==> config.mk <==
export PLATFORM = sky130hd
export DESIGN_NAME = conv_pre_ctrl
export DESIGN_NICKNAME = d
export VERILOG_FILES = /design/src/rtl/conv_pre_ctrl.sv
export SDC_FILE = /design/constraint.sdc
export NUM_CORES = 1
export LEC_CHECK = 0
export CORE_UTILIZATION = 56
export DETAILED_ROUTE_END_ITERATION = 12
export HOLD_SLACK_MARGIN = 0.02
export PLACE_DENSITY = 0.86
export SLEW_MARGIN = 20
export SYNTH_ARGS = -nofsm -noshare
export SYNTH_HDL_FRONTEND = slang
export SYNTH_SLANG_ARGS = --single-unit
==> constraint.sdc <==
create_clock -name clk -period 3.3 [get_ports clk]
set_input_delay 0.99 -clock clk [delete_from_list [all_inputs] [get_ports clk]]
set_output_delay 0.99 -clock clk [all_outputs]
set_load 0.02 [all_outputs]
Placement density heat map:
8 x 8 tiles, from black (low) to pale yellow (high), 0 to 100% covered.
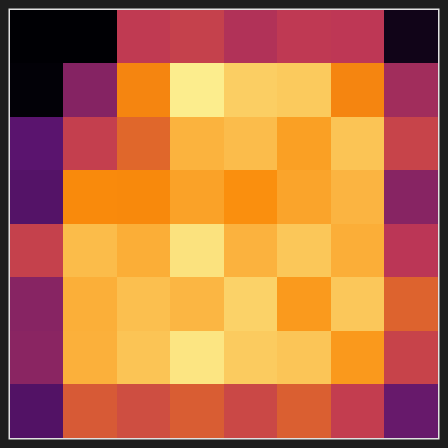
tiles over 75% full: 45%
nearly empty tiles: 4.7%
fullest tile: 96%
mean over tiles: 63%
Core Util, Final: 0.720
core area: 5610 um2
FP Util: 0.593

Cells coloured by class:
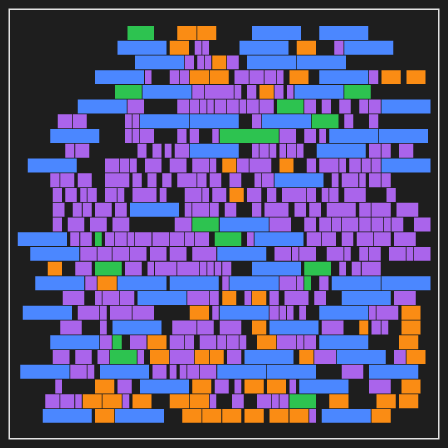
legend:
  flops:
    colour: blue
    cells: 59
  other buffers and delay cells:
    colour: orange
    cells: 52
  clock drivers and dummy loads:
    colour: green
    cells: 15
  combinational and other logic:
    colour: purple
    cells: 275
Design Area, Final: 4040 um2
row count: 27

Sizing map:
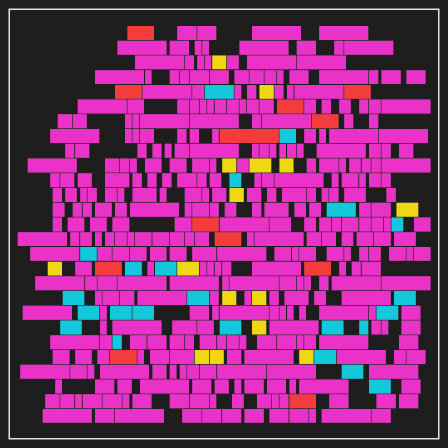
legend:
  _6 and larger:
    colour: red
    cells: 12
    share: 3.0%
  _0 and _1 cells:
    colour: magenta
    cells: 351
    share: 88%
  _3 and _4 cells:
    colour: yellow
    cells: 15
    share: 3.7%
  _2 cells:
    colour: cyan
    cells: 23
    share: 5.7%
Final WS setup: 0.110 ns
non-clock buffer count: 52

Nets reached from selected ports:
The bar under the picture is 20 um long.
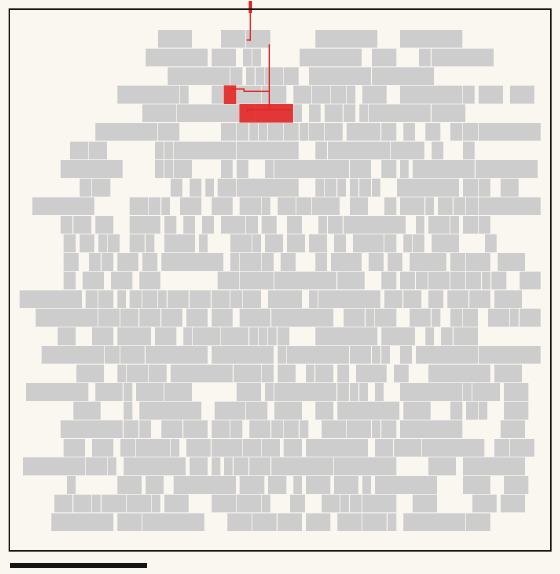
legend:
  start:
    colour: red
    bits: 1
    direction: input
    end_cells: 3
    buffers: 1
    wire: 26.8 um
PortBufs: 40
io pins: 41

Track usage over the die:
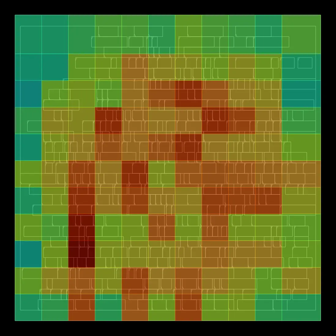
GRT Util Overall: 0.269
M1 GR Usage: 0.331
DR WL/cell: 16.3 um
GRT busiest layer: met2
grt met2 use: 0.468

==> impl_metrics.env <==
# flow metrics
export IMPL_critical_path_slowest_cell="clkdlybuf4s50_1"
export IMPL_p_leak_nw=1.66
export IMPL_drt_iter0_markers=179
export IMPL_cts_tree="built"
export IMPL_dr_pass1_iters=5
export IMPL_fin_nets=428
export IMPL_finalHoldViolCount=0
export IMPL_fin_skew_ns=0.00619
export IMPL_internal_power_mw=1.98
export IMPL_grt_pass1_wl_mm=12.9
export IMPL_warning_count=29
export IMPL_slew_violations=0
export IMPL_crit_chain="clkdlybuf4s50_1 -> nand2_1 -> inv_1 -> clkdlybuf4s50_1"
export IMPL_overflow=0
export IMPL_outcome="finished, final reports clean"
export IMPL_final_common_cell="dfrtp_1"
export IMPL_gp_congestion=0.881
export IMPL_chip_area_um2=6250
export IMPL_grt_antenna_before_repair=0
export IMPL_edf_count=0
export IMPL_critPathLaunchType="primary input"
export IMPL_netlist_area_um2=3320
export IMPL_drive_gt1_frac=0.125
export IMPL_yosysTopAreaCellShare=0.444
export IMPL_clock_path_buffers=2
export IMPL_syn2layout_area_growth_pct=21.5
export IMPL_clock_fmax_mhz=314
export IMPL_hold_path_depth=0
export IMPL_ir_worst_vdd_mv=0.380
export IMPL_cp_end_kind="output pin"
export IMPL_pwr_share_comb=0.413
export IMPL_pwr_share_seq=0.383
export IMPL_max_stage_delay_ns=0.60
export IMPL_seq_power_mw=1.24
export IMPL_ff_type="dfrtp_1"
export IMPL_final_comb_area_um2=1730
export IMPL_postSynthSeqShare=0.444
export IMPL_r2r_slack_ns=0.17
export IMPL_post_dp_cell_area_um2=3840
export IMPL_worstMarginPinSlew_ns=0.575
export IMPL_die_x_um=79.0
export IMPL_cp_required_ns=2.31
export IMPL_switchingPower_mw=1.25
export IMPL_async_reset_ff_frac=1.00
export IMPL_viasPerCell=6.07
-- critical path, delay by kind of cell --
family / cells / cell delay, ns
buffers and inverters: 3 / 1.14
and+or+nand+nor: 1 / 0.07
-- layout make-up --
cell class	instances	area share
multi-input cells	257	0.427
flip-flops and latches	59	0.366
repair buffers	52	0.120
clock buffers	13	0.0393
well taps	72	0.0223
inverters	18	0.0167
clock inverters	2	0.00867
-- metrics by stage --
step	util	instances	setup WS (ns)	power, mW
6_report	0.720	473	0.110	3.23
5_1_grt	0.720	473	0.00303	3.43
4_1_cts	0.720	473	0.105	3.23
3_5_place_dp	0.685	458	0.105	2.56
3_3_place_gp	0.685	458	0.121	2.49
2_1_floorplan	-	350	0.455	2.10
-- logic make-up after synthesis --
family | share of synthesized area
simple gates | 0.217
compound gates | 0.157
mux | 0.0508
flops | 0.444
xor+xnor | 0.0580
buf+inv | 0.0395
fa+ha+maj | 0.0331
-- cells in the mapped netlist, types with 2 or more instances --
cell      count
nand4_1       6
nand2b_1      8
nor4_1        6
nor4b_1       2
dfrtp_1      59
o21ai_0      20
inv_1        18
and3b_1       2
xnor2_1      11
or3_1        10
and3_1        2
o211ai_1      2
a21oi_1      13
or2_2         2
o21ai_1       4
clkbuf_1     13
nand4b_1      2
nand3_1      10
o221ai_1      4
and2_1        2
o31ai_1      14
buf_2         3
o22ai_1       2
nor3_1       10
nor2b_1       3
a31oi_1       2
xor2_1       11
o21bai_1      2
ha_1          8
nand2_1      34
mux2_2       14
nor2_1       19
or4_1         7
-- per-layer routing --
metal  up-vias  GRT usage
met2        84      0.468
met1      1413      0.331
met3         8     0.0494
met4         0      0.102
met5         -          0
li1       1366          -
-- timing repair --
action	in CTS	in global routing
setup buffers	0	0
endpoints found under the setup margin	0	1
resized	0	1
Power is estimated from default activity; no workload was simulated.
